File: config.mk
export PLATFORM = sky130hd
export DESIGN_NAME = tot_raw_generator_flat
export DESIGN_NICKNAME = d
export VERILOG_FILES = /design/src/rtl/tot_raw_generator_if.sv /design/src/rtl/tot_raw_generator.sv /design/src/flat_wrapper.sv
export SDC_FILE = /design/constraint.sdc
export NUM_CORES = 1
export LEC_CHECK = 0
export CORE_MARGIN = 2
export CORE_UTILIZATION = 45
export CTS_CLUSTER_DIAMETER = 150
export DETAILED_ROUTE_END_ITERATION = 16
export PLACE_DENSITY = 0.74
export REMOVE_ABC_BUFFERS = 1
export SLEW_MARGIN = 0
export SYNTH_ARGS = -nofsm -noshare
export SYNTH_HDL_FRONTEND = slang
export SYNTH_SLANG_ARGS = --single-unit
File: constraint.sdc
create_clock -name clk -period 6.39 [get_ports clk]
set_input_delay 1.278 -clock clk [delete_from_list [all_inputs] [get_ports clk]]
set_output_delay 1.278 -clock clk [all_outputs]
set_load 0.1 [all_outputs]
File: src/rtl/tot_raw_generator_if.sv
// Purpose: bundles the code-input, sweep-control and raw-word output signals
//          of tot_raw_generator.
// Ports:   none; signals only.
//   master : the generator (drives inReady, TOTRaw, TOTCntA/B, outCode,
//            outValid, busy, sweepDone)
//   slave  : the stimulus/consumer side (drives everything else)
interface tot_raw_generator_if;
    logic [8:0]  inCode;
    logic        inValid;
    logic        inReady;
    logic        sweepStart;
    logic [8:0]  sweepFirst;
    logic [8:0]  sweepLast;
    logic [8:0]  sweepStep;
    logic [5:0]  offset;
    logic [31:0] bubbleMask;
    logic [31:0] TOTRaw;
    logic [2:0]  TOTCntA;
    logic [2:0]  TOTCntB;
    logic [8:0]  outCode;
    logic        outValid;
    logic        outReady;
    logic        busy;
    logic        sweepDone;

    modport master (
        input  inCode, inValid, sweepStart, sweepFirst, sweepLast, sweepStep,
               offset, bubbleMask, outReady,
        output inReady, TOTRaw, TOTCntA, TOTCntB, outCode, outValid, busy,
               sweepDone
    );

    modport slave (
        output inCode, inValid, sweepStart, sweepFirst, sweepLast, sweepStep,
               offset, bubbleMask, outReady,
        input  inReady, TOTRaw, TOTCntA, TOTCntB, outCode, outValid, busy,
               sweepDone
    );
endinterface

File: src/rtl/tot_raw_generator.sv
// Purpose: inverse TOT encoder. Turns a 9-bit phase code {coarse, fine} into
//          the 32-bit delay-line snapshot plus the two ripple-counter values
//          the encoder consumes, either one code at a time or as an
//          autonomous sweep over a code range.
// Ports:
//   clk    : system clock, rising edge
//   reset  : synchronous, active-high
//   bus    : tot_raw_generator_if.master (code input handshake, sweep control,
//            offset / bubble mask, raw-word output handshake, status)
module tot_raw_generator #(
    parameter int unsigned HOLD_CYCLES  = 0,
    parameter bit          APPLY_OFFSET = 1'b1
) (
    input  logic                 clk,
    input  logic                 reset,
    tot_raw_generator_if.master  bus
);

    localparam int unsigned CODE_W = 9;
    localparam int unsigned RAW_W  = 32;
    localparam int unsigned CNT_W  = 3;
    localparam int unsigned HOLD_W = (HOLD_CYCLES > 1) ? $clog2(HOLD_CYCLES) : 1;

    typedef enum logic [2:0] {
        IDLE,
        SINGLE,
        SWEEP_EMIT,
        SWEEP_HOLD,
        DONE
    } state_e;

    state_e              state_q, state_d;
    logic [RAW_W-1:0]    raw_q, raw_d;
    logic [CNT_W-1:0]    cnt_a_q, cnt_a_d;
    logic [CNT_W-1:0]    cnt_b_q, cnt_b_d;
    logic [CODE_W-1:0]   out_code_q, out_code_d;
    logic                out_valid_q, out_valid_d;
    logic                busy_q, busy_d;
    logic                sweep_done_q, sweep_done_d;
    logic [CODE_W-1:0]   cur_q, cur_d;
    logic [CODE_W-1:0]   last_q, last_d;
    logic [CODE_W-1:0]   step_q, step_d;
    logic [HOLD_W-1:0]   hold_q, hold_d;

    logic                load_en;
    logic [CODE_W-1:0]   load_code;
    logic                in_ready_c;
    logic                xfer;
    logic [CODE_W:0]     nxt;
    logic                sweep_end;

    logic [CODE_W-1:0]   eff;
    logic [RAW_W-1:0]    ones;
    logic [RAW_W-1:0]    fill;

    assign xfer = out_valid_q & bus.outReady;

    // 10-bit add so codes past 511 terminate the sweep instead of wrapping;
    // any nxt >= 512 is necessarily above the 9-bit last bound.
    assign nxt       = {1'b0, cur_q} + {1'b0, step_q};
    assign sweep_end = (nxt > {1'b0, last_q});

    // Next-state / control
    always_comb begin
        state_d      = state_q;
        out_valid_d  = out_valid_q;
        busy_d       = busy_q;
        sweep_done_d = 1'b0;
        cur_d        = cur_q;
        last_d       = last_q;
        step_d       = step_q;
        hold_d       = hold_q;
        load_en      = 1'b0;
        load_code    = cur_q;
        in_ready_c   = 1'b0;

        case (state_q)
            IDLE: begin
                if (bus.sweepStart) begin
                    cur_d       = bus.sweepFirst;
                    last_d      = bus.sweepLast;
                    step_d      = (bus.sweepStep == '0) ? CODE_W'(1) : bus.sweepStep;
                    busy_d      = 1'b1;
                    load_en     = 1'b1;
                    load_code   = bus.sweepFirst;
                    out_valid_d = 1'b1;
                    state_d     = SWEEP_EMIT;
                end else begin
                    in_ready_c = ~out_valid_q | xfer;
                    if (bus.inValid && in_ready_c) begin
                        load_en     = 1'b1;
                        load_code   = bus.inCode;
                        out_valid_d = 1'b1;
                        state_d     = SINGLE;
                    end
                end
            end
            SINGLE: begin
                // Re-accept in the transfer cycle keeps one word per clock.
                in_ready_c = xfer;
                if (xfer) begin
                    if (bus.inValid) begin
                        load_en   = 1'b1;
                        load_code = bus.inCode;
                    end else begin
                        out_valid_d = 1'b0;
                        state_d     = IDLE;
                    end
                end
            end
            SWEEP_EMIT: begin
                if (xfer) begin
                    if (sweep_end) begin
                        out_valid_d  = 1'b0;
                        busy_d       = 1'b0;
                        sweep_done_d = 1'b1;
                        state_d      = DONE;
                    end else begin
                        cur_d = nxt[CODE_W-1:0];
                        if (HOLD_CYCLES == 0) begin
                            load_en   = 1'b1;
                            load_code = nxt[CODE_W-1:0];
                        end else begin
                            out_valid_d = 1'b0;
                            hold_d      = '0;
                            state_d     = SWEEP_HOLD;
                        end
                    end
                end
            end
            SWEEP_HOLD: begin
                // Load on the final idle cycle so the word is valid right after.
                if (hold_q == HOLD_W'(HOLD_CYCLES - 1)) begin
                    load_en     = 1'b1;
                    load_code   = cur_q;
                    out_valid_d = 1'b1;
                    state_d     = SWEEP_EMIT;
                end else begin
                    hold_d = HOLD_W'(hold_q + 1'b1);
                end
            end
            DONE: begin
                state_d = IDLE;
            end
            default: begin
                state_d = IDLE;
            end
        endcase
    end

    // Code-to-raw mapping; offset and bubble mask are taken in the load cycle
    always_comb begin
        eff = load_code;
        if (APPLY_OFFSET) begin
            eff = CODE_W'(load_code + CODE_W'(bus.offset));
        end
        ones = '1;
        fill = ones >> eff[4:0];

        raw_d      = raw_q;
        cnt_a_d    = cnt_a_q;
        cnt_b_d    = cnt_b_q;
        out_code_d = out_code_q;
        if (load_en) begin
            // fine<32: ones from MSB; fine>=32: zeros from MSB over ones.
            raw_d      = (eff[5] ? fill : ~fill) ^ bus.bubbleMask;
            cnt_a_d    = eff[8:6];
            cnt_b_d    = eff[5] ? eff[8:6] : CNT_W'(eff[8:6] - CNT_W'(1));
            out_code_d = load_code;
        end
    end

    // State and output registers
    always_ff @(posedge clk) begin
        if (reset) begin
            state_q      <= IDLE;
            raw_q        <= '0;
            cnt_a_q      <= '0;
            cnt_b_q      <= '0;
            out_code_q   <= '0;
            out_valid_q  <= 1'b0;
            busy_q       <= 1'b0;
            sweep_done_q <= 1'b0;
            cur_q        <= '0;
            last_q       <= '0;
            step_q       <= '0;
            hold_q       <= '0;
        end else begin
            state_q      <= state_d;
            raw_q        <= raw_d;
            cnt_a_q      <= cnt_a_d;
            cnt_b_q      <= cnt_b_d;
            out_code_q   <= out_code_d;
            out_valid_q  <= out_valid_d;
            busy_q       <= busy_d;
            sweep_done_q <= sweep_done_d;
            cur_q        <= cur_d;
            last_q       <= last_d;
            step_q       <= step_d;
            hold_q       <= hold_d;
        end
    end

    assign bus.inReady   = in_ready_c & ~reset;
    assign bus.TOTRaw    = raw_q;
    assign bus.TOTCntA   = cnt_a_q;
    assign bus.TOTCntB   = cnt_b_q;
    assign bus.outCode   = out_code_q;
    assign bus.outValid  = out_valid_q;
    assign bus.busy      = busy_q;
    assign bus.sweepDone = sweep_done_q;

endmodule

File: src/flat_wrapper.sv
// flat-port wrapper written by rule: the top's interface ports become plain ports
module tot_raw_generator_flat 
#(
    parameter int unsigned HOLD_CYCLES  = 0,
    parameter bit          APPLY_OFFSET = 1'b1
)
  (clk, reset, bus_inCode, bus_inValid, bus_sweepStart, bus_sweepFirst, bus_sweepLast, bus_sweepStep, bus_offset, bus_bubbleMask, bus_outReady, bus_inReady, bus_TOTRaw, bus_TOTCntA, bus_TOTCntB, bus_outCode, bus_outValid, bus_busy, bus_sweepDone);
  tot_raw_generator_if bus_i ();
  input  logic clk;
  input  logic reset;
  input wire logic [$bits(bus_i.inCode)-1:0] bus_inCode;
  input wire logic [$bits(bus_i.inValid)-1:0] bus_inValid;
  input wire logic [$bits(bus_i.sweepStart)-1:0] bus_sweepStart;
  input wire logic [$bits(bus_i.sweepFirst)-1:0] bus_sweepFirst;
  input wire logic [$bits(bus_i.sweepLast)-1:0] bus_sweepLast;
  input wire logic [$bits(bus_i.sweepStep)-1:0] bus_sweepStep;
  input wire logic [$bits(bus_i.offset)-1:0] bus_offset;
  input wire logic [$bits(bus_i.bubbleMask)-1:0] bus_bubbleMask;
  input wire logic [$bits(bus_i.outReady)-1:0] bus_outReady;
  output wire logic [$bits(bus_i.inReady)-1:0] bus_inReady;
  output wire logic [$bits(bus_i.TOTRaw)-1:0] bus_TOTRaw;
  output wire logic [$bits(bus_i.TOTCntA)-1:0] bus_TOTCntA;
  output wire logic [$bits(bus_i.TOTCntB)-1:0] bus_TOTCntB;
  output wire logic [$bits(bus_i.outCode)-1:0] bus_outCode;
  output wire logic [$bits(bus_i.outValid)-1:0] bus_outValid;
  output wire logic [$bits(bus_i.busy)-1:0] bus_busy;
  output wire logic [$bits(bus_i.sweepDone)-1:0] bus_sweepDone;
  assign bus_i.inCode = bus_inCode;
  assign bus_i.inValid = bus_inValid;
  assign bus_i.sweepStart = bus_sweepStart;
  assign bus_i.sweepFirst = bus_sweepFirst;
  assign bus_i.sweepLast = bus_sweepLast;
  assign bus_i.sweepStep = bus_sweepStep;
  assign bus_i.offset = bus_offset;
  assign bus_i.bubbleMask = bus_bubbleMask;
  assign bus_i.outReady = bus_outReady;
  assign bus_inReady = bus_i.inReady;
  assign bus_TOTRaw = bus_i.TOTRaw;
  assign bus_TOTCntA = bus_i.TOTCntA;
  assign bus_TOTCntB = bus_i.TOTCntB;
  assign bus_outCode = bus_i.outCode;
  assign bus_outValid = bus_i.outValid;
  assign bus_busy = bus_i.busy;
  assign bus_sweepDone = bus_i.sweepDone;
  tot_raw_generator #(.HOLD_CYCLES(HOLD_CYCLES), .APPLY_OFFSET(APPLY_OFFSET)) u_core (.clk(clk), .reset(reset), .bus(bus_i));
endmodule
Fig. 1: run 1, routed metal, one colour a layer
Bar = 20 µm. Two of the layers only.
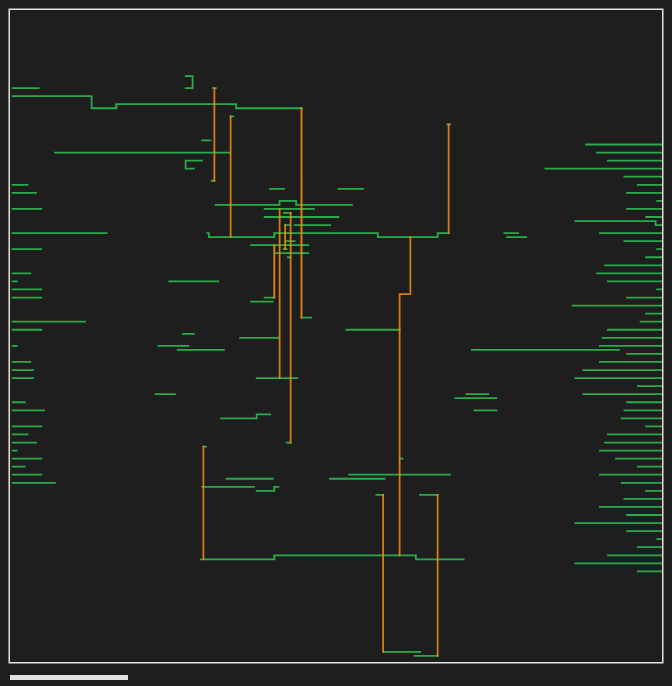
layer	colour	wire length
M4	orange	298 µm
M3	green	960 µm

Fig. 2: run 1, metal 1
Bar = 20 µm. Cells faint in the background.
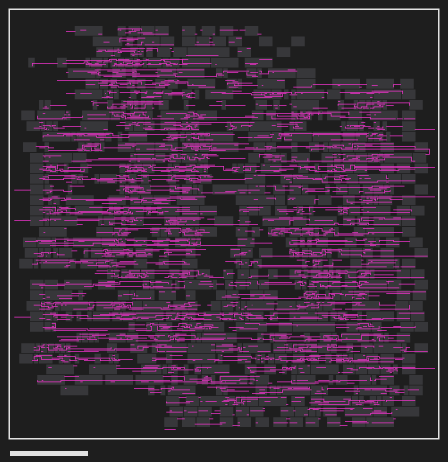
longest straight run	32.7 µm
main direction	horizontal

==> results.ini, run 1 <==
[status]
outcome = complete, no violations

[layout]
nClkBuffers = 11
inverters = 21
seq_share_pct = 23.6
largest_reg_flops = 32
layout-drive-gt1-share_pct = 10.3
comb_cells = 498

[sta]
final.setup.worst_slack_ns = 0.237
drv_slew = 0
whs_ns = 0.455

[global_routing]
grt_overflow = 0
grt_max_degree = 83
grt_pass1_vias = 4518
grt_use_met2_pct = 38.1

[synth]
ys_ff = 81
synth.top_cells.by_count = nand2_1, dfxtp_1, nor2_1
netlist_area_mm2 = 0.00506
yosys_warnings = 0
synthCells = 634
avgSynthCellArea_um2 = 7.99

[cts]
cts_tree = built
clk_pin_slew_worst_paths_ns = 0.09

[pwr]
peakVddDrop_v = 0.000363
power.switching_mw = 1.78
fin_total_pwr_mw = 3.40
p_clk_mw = 0.436
p_comb_mw = 2.24

[floorplan]
placementRows = 38

[flow_run]
warning_count = 25

[placed_design]
routabilityCongestion = 0.968

[routing]
wire_per_inst_um = 15.3

Fig. 3: run 1, congestion heat map
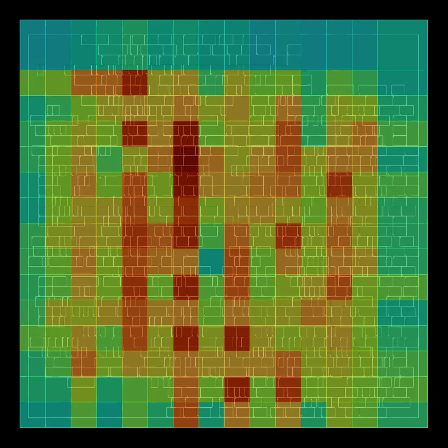
GR peak layer: met2
GR Util met3: 4.35%

run 1: cell usage in the layout, fill, tap and decap left out, types with 21 or more instances in the layout:
cell type / n
clkdlybuf4s50_1: 128
nand2_1: 89
dfxtp_1: 81
nor2_1: 77
a21oi_1: 67
xnor2_1: 63
a211oi_1: 25
buf_4: 22
inv_1: 21
ha_1: 21
run 1: repair_timing:
action | 4_1_cts | 5_1_grt
gates resized | 2 | 14
endpoints found under the setup margin | 1 | 29
pin swaps | 0 | 9
hold buffers | 0 | 0
setup buffers | 0 | 10
run 1: kinds of logic after synthesis:
family	count (synthesis)	synth area share, %
compound gates	163	21.2
mux	8	1.58
buf+inv	55	4.37
simple gates	219	19.3
flops	81	32.0
fa+ha+maj	27	6.97
xor+xnor	81	14.6
==> inputs of run 2 (changes only) <==
Settings changed: CTS_CLUSTER_DIAMETER 150 to 60, SKIP_CTS_REPAIR_TIMING from default to 1.
Fig. 4: run 2, congestion heat map
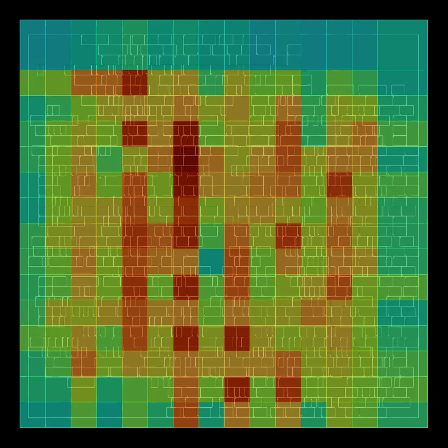
met1 Usage GRT: 29.3%
GRT Overall Usage: 22.9%

Fig. 5: run 2, layout detail
Bar = 5 µm. Region (73, 73) to (93, 93) µm. Cells in grey, sequential cells in the stronger grey; small squares are vias.
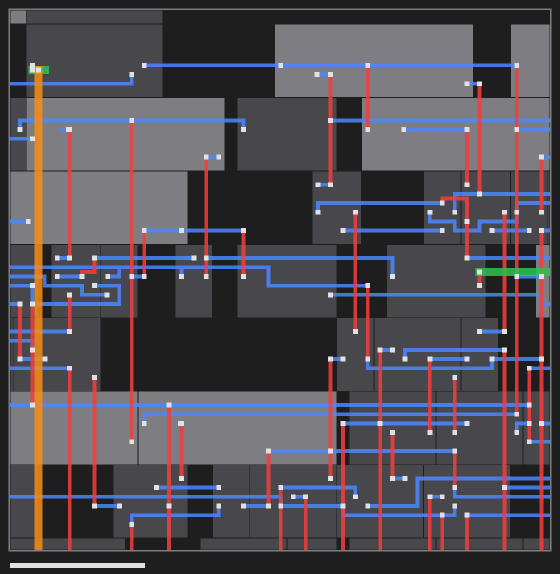
layer	colour
M4	orange
M3	green
M2	red
M1	blue
cells with their middle in the window	31
most frequent	dfxtp_1 (6), nand2_1 (5), xnor2_1 (4)
netlist names of flops here include	u_core.bus.TOTCntB (2), u_core.bus.TOTRaw (2)
sequential cells in the window	6

==> results.ini, run 2 <==
[layout]
inverters = 21
logic_area_mm2 = 0.00332
final_cell_mix = clkdlybuf4s50_1, nand2_1, dfxtp_1, nor2_1, a21oi_1
nClkBuffers = 11
layout-drive-gt1-share_pct = 10.3
comb_cells = 498
fin_util_pct = 63.2
seq_share_pct = 23.6
lay_top_count = clkdlybuf4s50_1
seq_cell_count = 81

[floorplan]
fp.dieW_um = 110
placementRows = 38

[routing]
top_layer = met4
wire_per_inst_um = 15.3
vias = 4857

[global_routing]
use_met3_pct = 4.35
grt_busiest_layer = met2
grt_max_degree = 83
grt_use_met2_pct = 38.1
grt_overflow = 0
grt_pass1_vias = 4518

[pwr]
p_per_area_mw_per_mm2 = 493
p_clk_mw = 0.436
power.switching_mw = 1.78
fin_total_pwr_mw = 3.40
peakVddDrop_v = 0.000363
p_comb_mw = 2.24
p_int_mw = 1.62

[cts]
clk_pin_slew_worst_paths_ns = 0.09
cts_tree = built

[synth]
ys_ff = 81
ys_seq_share_pct = 32.0
avgSynthCellArea_um2 = 7.99
synth.top_cells.by_count = nand2_1, dfxtp_1, nor2_1
synthCells = 634
synth-edff-count = 0
yosys_warnings = 0
netlist_area_mm2 = 0.00506

[placed_design]
detailedPlace.worstSlack_ns = -0.0808
io_buffers = 129
routabilityCongestion = 0.968

[critical_path]
crit_family = AND-OR/OR-AND gates
endpoint = u_core.bus.TOTCntB[2]$_SDFFE_PP0P_

[sta]
final-setup-viol-count = 0
final.setup.worst_slack_ns = 0.237
tns_ns = 0
drv_slew = 0

[status]
outcome = complete, no violations

[flow_run]
warning_count = 25

## run 2: metrics by stage
step	hold slack [ns]	instances
after floorplan	0.430	600
after global placement	0.439	882
after detailed placement	0.446	882
after CTS	0.456	898
after global routing	0.475	908
final	0.455	908
## run 2: tightest hold or removal path: stages, from the launching register on
cell and delay (ns):
dfxtp_1 0.31, nand2_1 0.05, a21oi_1 0.05
## run 2: cells by family (layout without fill, tap and decap cells)
kind of cell             Yosys count  in the layout  synth area share, %
AND/OR/NAND/NOR                  219            219                 19.3
flip-flops                        81             81                 32.0
XOR/XNOR                          81             81                 14.6
buffers and inverters             55            189                 4.37
AND-OR/OR-AND                    163            163                 21.2
adder cells (fa/ha/maj)           27             27                 6.97
multiplexers                       8              8                 1.58
